===== src/rtl/mem_pkg.sv =====
// Shared definitions for the MainMemory port arbiter.
//   arb_state_t : arbiter FSM states
//   SIZE_*      : access-size encodings seen on d_size / mm_size
//   DEAD_BEEF   : load data returned on an aborted data access
package mem_pkg;

    typedef enum logic [1:0] {
        IDLE    = 2'd0,
        I_ACC   = 2'd1,
        D_ACC   = 2'd2,
        RECOVER = 2'd3
    } arb_state_t;

    localparam logic [1:0]  SIZE_BYTE = 2'd0;
    localparam logic [1:0]  SIZE_HALF = 2'd1;
    localparam logic [1:0]  SIZE_WORD = 2'd2;

    localparam logic [31:0] DEAD_BEEF = 32'hdead_beef;

endpackage


===== src/rtl/line_addr_gen.sv =====
// Instruction line-fill address generator.
// Holds the line base (offset bits cleared) and the word counter, and forms
// the MainMemory port-1 word address from them.
//   clk, rst_n : clock, asynchronous active-low reset
//   load       : capture line_addr base and clear the word counter
//   inc        : advance the word counter (wraps to 0 after the last word)
//   line_addr  : requested line word address (offset bits ignored)
//   addr       : {base, counter} word address for MainMemory port 1
//   last       : counter points at the last word of the line
module line_addr_gen
    import mem_pkg::*;
#(
    parameter int WORDS_PER_LINE = 8,
    parameter int IADDR_W        = 14
) (
    input  logic               clk,
    input  logic               rst_n,
    input  logic               load,
    input  logic               inc,
    input  logic [IADDR_W-1:0] line_addr,
    output logic [IADDR_W-1:0] addr,
    output logic               last
);

    localparam int OFF_W  = $clog2(WORDS_PER_LINE);
    localparam int BASE_W = IADDR_W - OFF_W;

    logic [BASE_W-1:0] base_q, base_d;
    logic [OFF_W-1:0]  cnt_q,  cnt_d;
    logic              unused_off_s;

    // The offset bits of the request are deliberately discarded.
    assign unused_off_s = ^line_addr[OFF_W-1:0];

    // Next base/counter: load wins over increment.
    always_comb begin
        base_d = base_q;
        cnt_d  = cnt_q;
        if (load) begin
            base_d = line_addr[IADDR_W-1:OFF_W];
            cnt_d  = '0;
        end else if (inc) begin
            cnt_d = cnt_q + OFF_W'(1);
        end else begin
            cnt_d = cnt_q;
        end
    end

    // Base and counter registers.
    always_ff @(posedge clk or negedge rst_n) begin
        if (!rst_n) begin
            base_q <= '0;
            cnt_q  <= '0;
        end else begin
            base_q <= base_d;
            cnt_q  <= cnt_d;
        end
    end

    assign addr = {base_q, cnt_q};
    assign last = (cnt_q == OFF_W'(WORDS_PER_LINE - 1));

endmodule


===== src/rtl/mem_port_arbiter.sv =====
// Arbiter sharing one MainMemory between the instruction line-fill path and
// the data load/store port. Each word access holds its enable until the
// memory's valid, hands the data back, then spends one RECOVER cycle pulsing
// mm_rst so MainMemory's delay counter re-arms.
//   MEM_CLK, RST_N      : clock, asynchronous active-low reset
//   i_req/i_line_addr   : line-fill request; i_word_valid/i_word_data/i_done back
//   d_req/d_we/d_addr/d_wdata/d_size/d_sign : data request; d_valid/d_rdata back
//   mm_*1               : MainMemory port 1 (instruction, read only)
//   mm_*2, mm_size/sign : MainMemory port 2 (data)
//   mm_rst              : restart pulse (also high while RST_N is low)
//   busy                : FSM not in IDLE
// Optional build macro MEM_ARB_TIMEOUT_EN adds the TIMEOUT_CYC parameter and
// the sticky err_timeout output; stalled accesses then abort.
// A line burst is never preempted; data wins only when both request in IDLE.
module mem_port_arbiter
    import mem_pkg::*;
#(
    parameter int WORDS_PER_LINE = 8,
    parameter int IADDR_W        = 14
`ifdef MEM_ARB_TIMEOUT_EN
    ,
    parameter int TIMEOUT_CYC    = 64
`endif
) (
    input  logic               MEM_CLK,
    input  logic               RST_N,
    input  logic               i_req,
    input  logic [IADDR_W-1:0] i_line_addr,
    output logic               i_word_valid,
    output logic [31:0]        i_word_data,
    output logic               i_done,
    input  logic               d_req,
    input  logic               d_we,
    input  logic [31:0]        d_addr,
    input  logic [31:0]        d_wdata,
    input  logic [1:0]         d_size,
    input  logic               d_sign,
    output logic               d_valid,
    output logic [31:0]        d_rdata,
    output logic               mm_rden1,
    output logic [IADDR_W-1:0] mm_addr1,
    input  logic [31:0]        mm_dout1,
    input  logic               mm_valid1,
    output logic               mm_rden2,
    output logic               mm_we2,
    output logic [31:0]        mm_addr2,
    output logic [31:0]        mm_din2,
    output logic [1:0]         mm_size,
    output logic               mm_sign,
    input  logic [31:0]        mm_dout2,
    input  logic               mm_valid2,
    output logic               mm_rst,
    output logic               busy
`ifdef MEM_ARB_TIMEOUT_EN
    ,
    output logic               err_timeout
`endif
);

    arb_state_t   state_q, state_d;
    logic         d_we_q,    d_we_d;
    logic [31:0]  d_addr_q,  d_addr_d;
    logic [31:0]  d_wdata_q, d_wdata_d;
    logic [1:0]   d_size_q,  d_size_d;
    logic         d_sign_q,  d_sign_d;
    logic         more_q,    more_d;    // burst still has words to fetch

    logic               lag_load_s;
    logic               lag_inc_s;
    logic [IADDR_W-1:0] lag_addr_s;
    logic               lag_last_s;
    logic               mm_rst_s;
    logic               timeout_s;

    line_addr_gen #(
        .WORDS_PER_LINE (WORDS_PER_LINE),
        .IADDR_W        (IADDR_W)
    ) u_line_addr_gen (
        .clk       (MEM_CLK),
        .rst_n     (RST_N),
        .load      (lag_load_s),
        .inc       (lag_inc_s),
        .line_addr (i_line_addr),
        .addr      (lag_addr_s),
        .last      (lag_last_s)
    );

`ifdef MEM_ARB_TIMEOUT_EN
    localparam int TIMER_W = $clog2(TIMEOUT_CYC + 1);

    logic [TIMER_W-1:0] timer_q, timer_d;
    logic               err_q,   err_d;

    // Abort fires in the TIMEOUT_CYC-th access cycle that sees no valid.
    assign timeout_s = ((state_q == I_ACC) || (state_q == D_ACC)) &&
                       (timer_q == TIMER_W'(TIMEOUT_CYC - 1));

    // Access-cycle timer (zero outside accesses, so it clears on entry) and sticky error.
    always_comb begin
        if (((state_q == I_ACC) && !mm_valid1) || ((state_q == D_ACC) && !mm_valid2)) begin
            timer_d = timer_q + TIMER_W'(1);
        end else begin
            timer_d = '0;
        end
        if ((state_q == IDLE) && (d_req || i_req)) begin
            err_d = 1'b0;
        end else if (timeout_s && !((state_q == I_ACC) ? mm_valid1 : mm_valid2)) begin
            err_d = 1'b1;
        end else begin
            err_d = err_q;
        end
    end

    // Timer and error registers.
    always_ff @(posedge MEM_CLK or negedge RST_N) begin
        if (!RST_N) begin
            timer_q <= '0;
            err_q   <= 1'b0;
        end else begin
            timer_q <= timer_d;
            err_q   <= err_d;
        end
    end

    assign err_timeout = err_q;
`else
    assign timeout_s = 1'b0;
`endif

    // Next-state, request latching and per-state memory-port outputs.
    always_comb begin
        state_d      = state_q;
        d_we_d       = d_we_q;
        d_addr_d     = d_addr_q;
        d_wdata_d    = d_wdata_q;
        d_size_d     = d_size_q;
        d_sign_d     = d_sign_q;
        more_d       = more_q;
        lag_load_s   = 1'b0;
        lag_inc_s    = 1'b0;
        i_word_valid = 1'b0;
        i_word_data  = 32'h0000_0000;
        i_done       = 1'b0;
        d_valid      = 1'b0;
        d_rdata      = 32'h0000_0000;
        mm_rden1     = 1'b0;
        mm_addr1     = '0;
        mm_rden2     = 1'b0;
        mm_we2       = 1'b0;
        mm_addr2     = 32'h0000_0000;
        mm_din2      = 32'h0000_0000;
        mm_size      = 2'd0;
        mm_sign      = 1'b0;
        mm_rst_s     = 1'b0;

        case (state_q)
            IDLE: begin
                if (d_req) begin
                    state_d   = D_ACC;
                    d_we_d    = d_we;
                    d_addr_d  = d_addr;
                    d_wdata_d = d_wdata;
                    d_size_d  = d_size;
                    d_sign_d  = d_sign;
                end else if (i_req) begin
                    state_d    = I_ACC;
                    lag_load_s = 1'b1;
                end else begin
                    state_d = IDLE;
                end
            end
            I_ACC: begin
                mm_rden1 = 1'b1;
                mm_addr1 = lag_addr_s;
                if (mm_valid1) begin
                    i_word_valid = 1'b1;
                    i_word_data  = mm_dout1;
                    i_done       = lag_last_s;
                    lag_inc_s    = 1'b1;
                    more_d       = !lag_last_s;
                    state_d      = RECOVER;
                end else if (timeout_s) begin
                    // Abandon the rest of the line; done without a word.
                    i_done  = 1'b1;
                    more_d  = 1'b0;
                    state_d = RECOVER;
                end else begin
                    state_d = I_ACC;
                end
            end
            D_ACC: begin
                mm_rden2 = !d_we_q;
                mm_we2   = d_we_q;
                mm_addr2 = d_addr_q;
                mm_din2  = d_wdata_q;
                mm_size  = d_size_q;
                mm_sign  = d_sign_q;
                if (mm_valid2) begin
                    d_valid = 1'b1;
                    d_rdata = d_we_q ? 32'h0000_0000 : mm_dout2;
                    more_d  = 1'b0;
                    state_d = RECOVER;
                end else if (timeout_s) begin
                    d_valid = 1'b1;
                    d_rdata = DEAD_BEEF;
                    more_d  = 1'b0;
                    state_d = RECOVER;
                end else begin
                    state_d = D_ACC;
                end
            end
            RECOVER: begin
                mm_rst_s = 1'b1;
                if (more_q) begin
                    state_d = I_ACC;
                end else begin
                    state_d = IDLE;
                end
            end
            default: begin
                state_d = IDLE;
            end
        endcase
    end

    // FSM state and latched data-request registers.
    always_ff @(posedge MEM_CLK or negedge RST_N) begin
        if (!RST_N) begin
            state_q   <= IDLE;
            d_we_q    <= 1'b0;
            d_addr_q  <= 32'h0000_0000;
            d_wdata_q <= 32'h0000_0000;
            d_size_q  <= 2'd0;
            d_sign_q  <= 1'b0;
            more_q    <= 1'b0;
        end else begin
            state_q   <= state_d;
            d_we_q    <= d_we_d;
            d_addr_q  <= d_addr_d;
            d_wdata_q <= d_wdata_d;
            d_size_q  <= d_size_d;
            d_sign_q  <= d_sign_d;
            more_q    <= more_d;
        end
    end

    // Restart is also held during reset so MainMemory's counter starts clean.
    assign mm_rst = mm_rst_s | ~RST_N;
    assign busy   = (state_q != IDLE);

endmodule


===== config.mk =====
export PLATFORM = sky130hd
export DESIGN_NAME = mem_port_arbiter
export DESIGN_NICKNAME = d
export VERILOG_FILES = /design/src/rtl/mem_pkg.sv /design/src/rtl/line_addr_gen.sv /design/src/rtl/mem_port_arbiter.sv
export SDC_FILE = /design/constraint.sdc
export NUM_CORES = 1
export LEC_CHECK = 0
export CORE_MARGIN = 4
export CORE_UTILIZATION = 35
export DETAILED_ROUTE_END_ITERATION = 12
export PLACE_DENSITY = 0.86
export SLEW_MARGIN = 10
export SYNTH_ARGS = -nofsm -noshare
export SYNTH_HDL_FRONTEND = slang
export SYNTH_HIERARCHICAL = 1
export SYNTH_SLANG_ARGS = --single-unit

===== constraint.sdc =====
create_clock -name MEM_CLK -period 1.7 [get_ports MEM_CLK]
set_input_delay 0.34 -clock MEM_CLK [delete_from_list [all_inputs] [get_ports MEM_CLK]]
set_output_delay 0.34 -clock MEM_CLK [all_outputs]
set_load 0.005 [all_outputs]

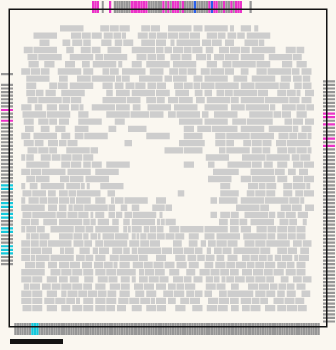
*Pin placement*
Scale bar: 20 µm. Pins as bars across the die edge, other pins in grey.
blue -> mm_size  # pins 2, direction output, edge top
magenta -> mm_din2  # pins 32, direction output, edge 25 top, 5 right, 2 left
cyan -> mm_addr1  # pins 14, direction output, edge 11 left, 3 bottom
I/O Buffers: 301
die width: 120 µm

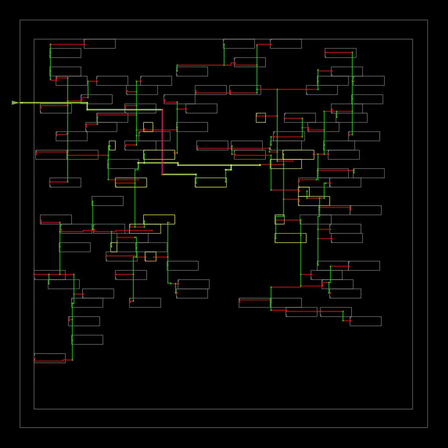
*Clock routing*
Layout Skew: 13.6 ps
clk_buf instances: 9
P_clk: 1820 µW
CTS buffer count: 9

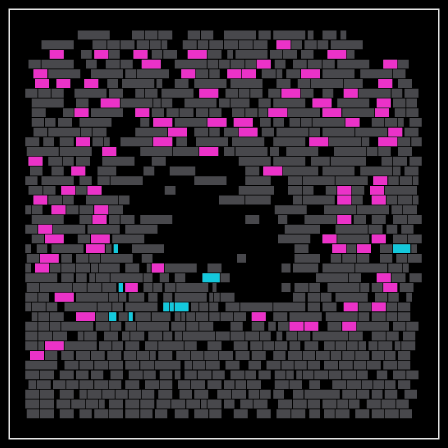
*Gate families picked out*
cyan -> NOR gates  # cells 9, most used nor2_1
magenta -> multiplexers  # cells 81, most used mux2_2
Commonest Layout Cell: buf_6
logic share of the area: 0.274
final non-filler cell total: 901

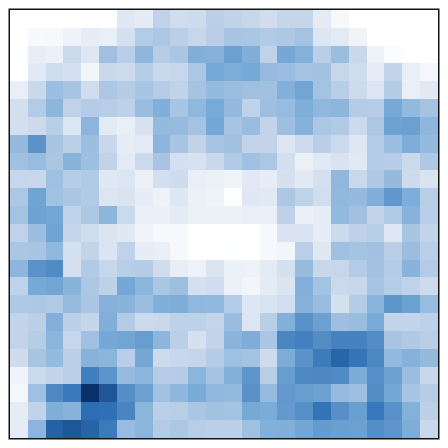
*Wire density map*
The die is cut into 24 by 24 equal tiles; white is low, dark blue is high, scaled to the fullest tile. Values are wire area over tile area, all layers added.
fullest tile = 0.66
mean over tiles = 0.21
emptiest ninth of the die = middle
nearly empty tiles = 5.2%
tiles over half the peak = 14%

critical path: cells and delay by family, from the launching register on:
kind	cells	cell delay [ps]
flip-flops	1	420
AND/OR/NAND/NOR	3	560
buffers and inverters	4	440
timing repair:
item,4_1_cts,5_1_grt
endpoints found under the hold margin,0,0
hold buffers,0,0
gates resized,349,497
buffers inserted,12,30
gates cloned,8,7
pin swaps,17,89
setup endpoints to repair,153,166
worst paths after layout:
path | startpoint | to | depth (start not counted)
worst min-delay path | RST_N | d_addr_q[14] | 2
worst max-delay path | state_q[0] | d_rdata[14] | 7
min in group MEM_CLK | d_addr_q[15] | d_addr_q[15] | 1
worst min register to register | d_addr_q[15] | d_addr_q[15] | 1
worst max register to register | state_q[0] | d_addr_q[6] | 5
max in group asynchronous | RST_N | d_wdata_q[21] | 3
cell type report:
type,instances,area share
clock buffers,9,0.0243
inverters,1,0.000405
repair buffers,377,0.443
flip-flops and latches,85,0.230
well taps,168,0.0227
multi-input cells,254,0.274
clock inverters,7,0.00540
metal layers:
| layer | routed length, µm | vias up | global-route usage |
|---|---|---|---|
| met5 | 0 | - | 0 |
| met4 | 392 | 0 | 0.0530 |
| met3 | 1430 | 31 | 0.0754 |
| met2 | 9620 | 169 | 0.396 |
| met1 | 7340 | 2094 | 0.279 |
| li1 | - | 1951 | - |
power groups by stage:
stage                     clock [µW]  sequential, µW  combinational [µW]
final                           1820            3650                7740
after global routing            1980            3780                8200
after CTS                       1860            3560                5710
after detailed placement           0            3580                5260
after global placement             0            3510                5120
after floorplan                    0            3420                2600
state kept, by name, indices dropped and copies added (netlist names):
name,cells
d_we_q,1
d_addr_q,32
more_q,1
u_line_addr_gen/cnt_q,3
d_size_q,2
d_wdata_q,32
d_sign_q,1
state_q,2
u_line_addr_gen/base_q,11
==> summary.txt <==
Core Area - 12100 µm²
clock group share of total power - 0.138
xor/xnor share - 0.00200
Max Slew Vio Count - 0
dpl ws - -525 ps
residual overflow from global routing - 0
most frequent cell after synthesis - and2_1
worst skew pair latency - 330 ps
RD Place Congestion - 0.975
Mux area share - 0.231
row count - 40
post-synthesis net count - 522
Final setup viols - 151
slew of the pin with the lowest slew margin - 643 ps
synthesized area per cell - 11.9 µm²
Synth Seq Share - 0.486
initial antenna violation count - 0
DP Cell Count - 834
TritonCTS clock tree - yes
setup slack after layout - -381 ps
outcome - finished with violations
Synth Area in Compound Gates - 0.00657
Avg WL per Cell - 20.8 µm
Synth Warn # - 6
# nets final - 882
FF+latch area - 2130 µm²
failing checks - negative setup slack
number of enable flip-flop cells - 0
vias per cell - 4.71
slowest cell on the critical path - dfrtp_1
CP Launch Type - flip-flop
Fillers - 744
switching part of the total - 0.300
Vias - 4245
combinational share of power - 0.586
number of global-route vias before repair - 4422
largest net degree at the start of global routing - 51
# clock sinks - 85
Internal Dissipation - 9250 µW
Adder Area Share - 0.00571
fin crit share - 1.22
main logic family after synthesis - simple AND/OR/NAND/NOR gates
cell-by-cell trace of the critical path - nor2b_4 -> and3b_2 -> buf_6 -> buf_6 -> buf_6 -> and2_4 -> buf_6
DP HPWL - 12100 µm
crit end category - primary output
Reg clk slew, reported paths - 60 ps
Top Layout Cells - 155 x buf_6, 147 x clkdlybuf4s50_1, 109 x and2_4
Power is estimated from default activity; no workload was simulated.
